<file path="config.mk">
export PLATFORM = sky130hd
export DESIGN_NAME = axi_rd_arbiter
export DESIGN_NICKNAME = d
export VERILOG_FILES = /design/src/rtl/axi_rd_arbiter.sv
export SDC_FILE = /design/constraint.sdc
export NUM_CORES = 1
export LEC_CHECK = 0
export ABC_AREA = 1
export CAP_MARGIN = 5
export CORE_MARGIN = 2
export CORE_UTILIZATION = 40
export CTS_BUF_LIST = sky130_fd_sc_hd__clkbuf_4 sky130_fd_sc_hd__clkbuf_8
export CTS_CLUSTER_SIZE = 40
export DETAILED_ROUTE_END_ITERATION = 12
export GPL_TIMING_DRIVEN = 0
export PLACE_DENSITY = 0.83
export SYNTH_ARGS = -nofsm -noshare
export SYNTH_HDL_FRONTEND = slang
export SYNTH_SLANG_ARGS = --single-unit
</file>
<file path="constraint.sdc">
create_clock -name clock -period 3.5 [get_ports clock]
set_input_delay 1.05 -clock clock [delete_from_list [all_inputs] [get_ports clock]]
set_output_delay 1.05 -clock clock [all_outputs]
set_load 0.05 [all_outputs]
</file>
<file path="src/rtl/axi_rd_arbiter.sv">
// Round-robin arbiter that shares one axi_rd read helper between NUM_REQ requesters.
// It grants one requester at a time and drives the helper's enable, id, addr and burst_len.
// When the helper reports ok or error, it returns the burst data and a result to the winner.
// Optional watchdog: define AXI_RD_ARB_TIMEOUT_EN to abort a WAIT that lasts TIMEOUT_CYCLES.
module axi_rd_arbiter #(
  parameter int unsigned NUM_REQ        = 2,
  parameter int unsigned ADDR_WIDTH     = 32,
  parameter int unsigned ID_WIDTH       = 8,
  parameter int unsigned BUS_WIDTH      = 32,
  parameter int unsigned MAX_BURST_LEN  = 1,
  parameter int unsigned TIMEOUT_CYCLES = 1024
) (
  input  logic                                clock,
  input  logic                                reset_n,
  input  logic [NUM_REQ-1:0]                  req,
  input  logic [NUM_REQ*ADDR_WIDTH-1:0]       req_addr,
  input  logic [NUM_REQ*4-1:0]                req_len,
  output logic [NUM_REQ-1:0]                  gnt,
  output logic [NUM_REQ-1:0]                  done,
  output logic                                err,
  output logic [MAX_BURST_LEN*BUS_WIDTH-1:0]  rdata,
  output logic                                timeout,
  output logic                                rd_enable,
  output logic [ID_WIDTH-1:0]                 rd_id,
  output logic [ADDR_WIDTH-1:0]               rd_addr,
  output logic [3:0]                          rd_burst_len,
  output logic [2:0]                          rd_burst_size,
  input  logic [1:0]                          rd_status,
  input  logic [MAX_BURST_LEN*BUS_WIDTH-1:0]  rd_data
);

  localparam int unsigned IDX_W  = (NUM_REQ > 1) ? $clog2(NUM_REQ) : 1;
  localparam int unsigned DATA_W = MAX_BURST_LEN * BUS_WIDTH;

  localparam logic [1:0] IDLE  = 2'd0;
  localparam logic [1:0] ISSUE = 2'd1;
  localparam logic [1:0] WAIT  = 2'd2;

  localparam logic [1:0] ST_READY = 2'd0;
  localparam logic [1:0] ST_OK    = 2'd2;
  localparam logic [1:0] ST_ERR   = 2'd3;

  // Reject parameter combinations the datapath cannot represent
  generate
    if (NUM_REQ < 2 || NUM_REQ > 8) begin : g_bad_num_req
      $error("axi_rd_arbiter: NUM_REQ must be 2..8");
    end
    if (ID_WIDTH < IDX_W) begin : g_bad_id_width
      $error("axi_rd_arbiter: ID_WIDTH too narrow for NUM_REQ");
    end
    if (BUS_WIDTH < 8 || BUS_WIDTH > 1024 || (BUS_WIDTH & (BUS_WIDTH - 1)) != 0) begin : g_bad_bus_width
      $error("axi_rd_arbiter: BUS_WIDTH must be a power of 2 in 8..1024");
    end
    if (MAX_BURST_LEN < 1 || MAX_BURST_LEN > 16) begin : g_bad_burst
      $error("axi_rd_arbiter: MAX_BURST_LEN must be 1..16");
    end
    if (TIMEOUT_CYCLES < 1) begin : g_bad_timeout
      $error("axi_rd_arbiter: TIMEOUT_CYCLES must be at least 1");
    end
  endgenerate

  logic [1:0]             state_q, state_d;
  logic [IDX_W-1:0]       rr_q, rr_d;
  logic [IDX_W-1:0]       idx_q, idx_d;
  logic [NUM_REQ-1:0]     gnt_d, done_d;
  logic                   err_d, rd_enable_d;
  logic [ID_WIDTH-1:0]    rd_id_d;
  logic [ADDR_WIDTH-1:0]  rd_addr_d;
  logic [3:0]             rd_burst_len_d;
  logic [DATA_W-1:0]      rdata_d;
  logic                   win_found;
  logic [IDX_W-1:0]       win, cand;

`ifdef AXI_RD_ARB_TIMEOUT_EN
  logic [31:0]            wd_cnt_q, wd_cnt_d;
  logic                   timeout_d;
`endif

  // Helper transfer size is fixed by the bus width
  assign rd_burst_size = 3'($clog2(BUS_WIDTH / 8));

  // Round-robin pick: first requester above the last winner, wrapping
  always_comb begin
    win_found = 1'b0;
    win       = rr_q;
    cand      = rr_q;
    for (int unsigned k = 1; k <= NUM_REQ; k++) begin
      cand = IDX_W'((32'(rr_q) + k) % NUM_REQ);
      if (!win_found && req[cand]) begin
        win_found = 1'b1;
        win       = cand;
      end
    end
  end

  // Next-state and next-output logic
  always_comb begin
    state_d        = state_q;
    rr_d           = rr_q;
    idx_d          = idx_q;
    gnt_d          = '0;
    done_d         = '0;
    err_d          = 1'b0;
    rd_enable_d    = 1'b0;
    rd_id_d        = rd_id;
    rd_addr_d      = rd_addr;
    rd_burst_len_d = rd_burst_len;
    rdata_d        = rdata;
`ifdef AXI_RD_ARB_TIMEOUT_EN
    wd_cnt_d       = wd_cnt_q;
    timeout_d      = timeout;
`endif

    case (state_q)
      IDLE: begin
        if (win_found) begin
          gnt_d          = NUM_REQ'(1) << win;
          idx_d          = win;
          rr_d           = win;
          rd_id_d        = ID_WIDTH'(win);
          rd_addr_d      = req_addr[32'(win)*ADDR_WIDTH +: ADDR_WIDTH];
          rd_burst_len_d = req_len[32'(win)*4 +: 4];
          rd_enable_d    = (rd_status == ST_READY);
          state_d        = ISSUE;
        end
      end

      ISSUE: begin
        // One cycle of enable is the whole handshake; otherwise keep waiting for ready
        if (rd_enable) begin
          state_d = WAIT;
`ifdef AXI_RD_ARB_TIMEOUT_EN
          wd_cnt_d = '0;
`endif
        end else begin
          rd_enable_d = (rd_status == ST_READY);
        end
      end

      WAIT: begin
        if (rd_status == ST_OK || rd_status == ST_ERR) begin
          done_d  = NUM_REQ'(1) << idx_q;
          err_d   = (rd_status == ST_ERR);
          rdata_d = rd_data;
          state_d = IDLE;
        end
`ifdef AXI_RD_ARB_TIMEOUT_EN
        else if (wd_cnt_q == 32'(TIMEOUT_CYCLES - 1)) begin
          done_d    = NUM_REQ'(1) << idx_q;
          err_d     = 1'b1;
          timeout_d = 1'b1;
          state_d   = IDLE;
        end else begin
          wd_cnt_d = wd_cnt_q + 32'd1;
        end
`endif
      end

      default: state_d = IDLE;
    endcase
  end

  // State and registered outputs
  always_ff @(posedge clock or negedge reset_n) begin
    if (!reset_n) begin
      state_q      <= IDLE;
      rr_q         <= IDX_W'(NUM_REQ - 1);
      idx_q        <= '0;
      gnt          <= '0;
      done         <= '0;
      err          <= 1'b0;
      rd_enable    <= 1'b0;
      rd_id        <= '0;
      rd_addr      <= '0;
      rd_burst_len <= '0;
      rdata        <= '0;
    end else begin
      state_q      <= state_d;
      rr_q         <= rr_d;
      idx_q        <= idx_d;
      gnt          <= gnt_d;
      done         <= done_d;
      err          <= err_d;
      rd_enable    <= rd_enable_d;
      rd_id        <= rd_id_d;
      rd_addr      <= rd_addr_d;
      rd_burst_len <= rd_burst_len_d;
      rdata        <= rdata_d;
    end
  end

`ifdef AXI_RD_ARB_TIMEOUT_EN
  // Watchdog counter and sticky timeout flag
  always_ff @(posedge clock or negedge reset_n) begin
    if (!reset_n) begin
      wd_cnt_q <= '0;
      timeout  <= 1'b0;
    end else begin
      wd_cnt_q <= wd_cnt_d;
      timeout  <= timeout_d;
    end
  end
`else
  assign timeout = 1'b0;
`endif

endmodule
</file>
**Nets reached from selected ports**

Scale: 4 px per um.
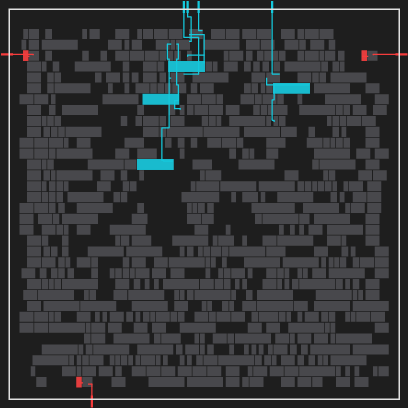
port	colour	direction	edge	end cells	wire
rd_burst_size	red	output	1 bottom, 1 right, 1 left	3	17.9 um
rd_burst_len	cyan	output	top	4	149 um

**Cell placement**

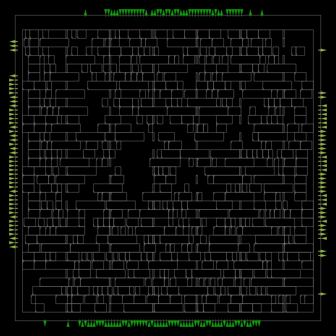
Tapcells: 105
Rows: 33
Fillers: 660
CORE AREA: 8300 um^2

**Local utilization**

Scale: 4 px per um. The die is cut into 10 by 10 equal tiles; dark blue is low, red is high, 0 to 100% covered.
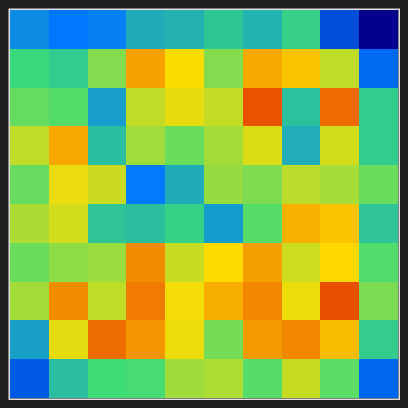
densest ninth of the die	bottom centre
tiles over 75% full	22%
nearly empty tiles	1.0%

**Cell sizes after repair**

Scale: 4 px per um.
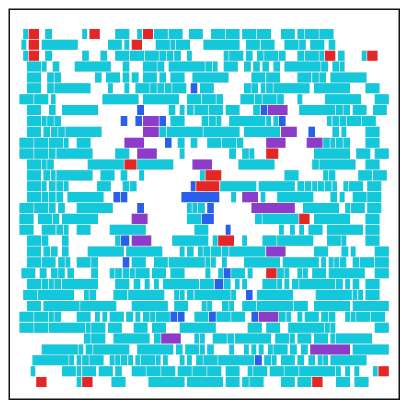
size	colour	cells	share
x2	blue	27	4.5%
x3 and x4	red	19	3.2%
x6 and larger	purple	17	2.8%
x1 and smaller	cyan	538	90%

**Metal 1**

Scale: 6 px per um. Supply wires on this layer in grey. Cells faint in the background.
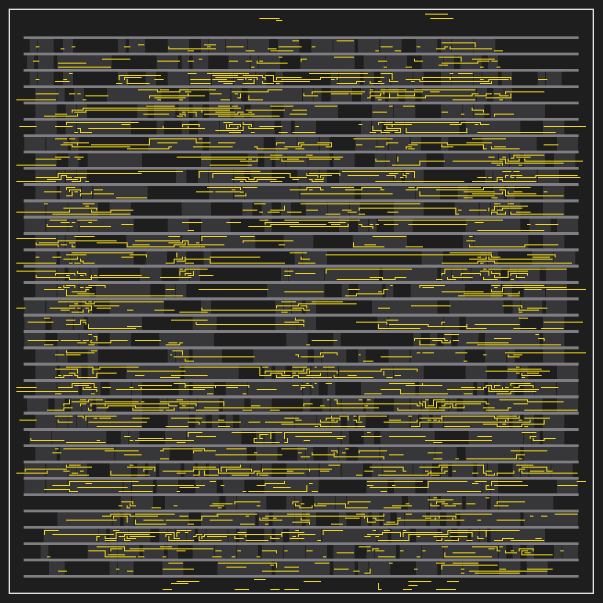
nets with wire on the layer	603
main direction	horizontal
share of all routed wire	39%
longest straight run	29.0 um
wire length on this layer	4230 um

==> results.yml <==
# physical design summary
status:
  outcome: "finished clean"
global_route:
  grt_overflow_total: 0
  grt_pass1_vias: 3530
  grt_antenna_before_repair: 0
  grt_first_pass_wirelength_um: 17600
cts:
  post_cts_buffers: 0
  tritoncts: "built"
  htreeDepth: 3
  path_clk_slew_ns: 0.08
logic_synthesis:
  most_common_cell: "nand3_1"
  ys_cells: 392
  mux_share_pct: 0
  synthSimpleGateAreaFrac_pct: 33.6
  synthArstFlopShare_pct: 100
  ys_seq_share_pct: 56.3
  yosysTopAreaCellShare_pct: 55.6
  syn_inst: 392
  synth-edff-count: 0
  common_cells: "142 x nand3_1, 107 x nand2_1, 77 x dfrtp_1, 18 x buf_2, 12 x buf_4"
  xor_area_share_pct: 0
critical_path:
  slowest_stage: "clkdlybuf4s50_1"
  path_delay_family: "buffers and inverters"
  path_cells: "buf_4 -> clkdlybuf4s50_1"
  start_kind: "flip-flop"
  crit_arrival_ns: 1.61
  critPathKind: "reg -> out"
detailed_routing:
  drt_iter0_markers: 161
  drc: 0
  vias_per_cell: 5.09
  wirelength_um: 10700
  vias: 3592
final_layout:
  diodes: 0
  layout_top_cell: "clkdlybuf4s50_1"
  fin_cells: 706
job:
  warnings: 26
  drv_cap: 0
power_and_ir_drop:
  total_power_mw: 5.61
timing:
  clock_skew_ns: 0.0124
die:
  die_x_um: 97.1
[stage by stage]
stage,hold WS [ns],utilization (%),worst slack (ns),TNS (ns)
6_report,0.457,68.5,0.837,0
5_1_grt,0.475,68.5,0.792,0
4_1_cts,0.458,68.5,0.820,0
3_5_place_dp,0.442,66.1,0.936,0
3_3_place_gp,0.439,65.8,-1.33,-102.18
2_1_floorplan,0.427,-,1.77,0
[worst register-to-register path: cells and delay by family (launching register included)]
kind / cells / cell delay (ns)
buffers and inverters: 2 / 0.52
flip-flops: 1 / 0.43
AND/OR/NAND/NOR: 3 / 0.42
[power by group]
part           internal (mW)  leakage (nW)  total, mW  switching, mW
clock network          0.337         0.103      0.669          0.332
logic                   1.12          1.57       3.39           2.26
registers               1.32         0.989       1.56          0.241
[sequential cells by signal, indices dropped and copies added (netlist names)]
signal	count
rd_burst_len	4
state_q	2
rdata	32
rd_addr	32
rr_q	1
err	1
done	2
rd_enable	1
gnt	2
rd_id	1
[final timing paths]
kind,start,to,slack (ns),depth (start not counted)
min in group asynchronous,reset_n,rdata[15],0.51,1
max reg2reg,state_q[0],rd_burst_len[2],2.06,5
max in group asynchronous,reset_n,rr_q,2.39,2
min,rd_id[0],done[0],0.46,1
max,rd_id[0],rd_id[0],0.84,2
min reg2reg,rd_id[0],done[0],0.46,1
[final cells by class]
class                   instances  area (um^2)  share of cell area [%]
flip-flops and latches         78         1950                    34.4
repair buffers                184         1860                    32.7
multi-input cells             275         1250                    22.1
plain buffers                  39          259                    4.56
clock buffers                  10          131                    2.31
well taps                     105          131                    2.31
clock inverters                 6         62.6                    1.10
inverters                       9         33.8                   0.594
[routing by layer]
layer	part of all wire, %	up-vias	GRT usage (%)
met1	39	1725	28.4
met3	6.2	22	4.03
li1	-	1688	-
met5	0	-	0
met4	2.8	0	10.5
met2	52	157	39.9
Power and IR drop assume default switching activity.
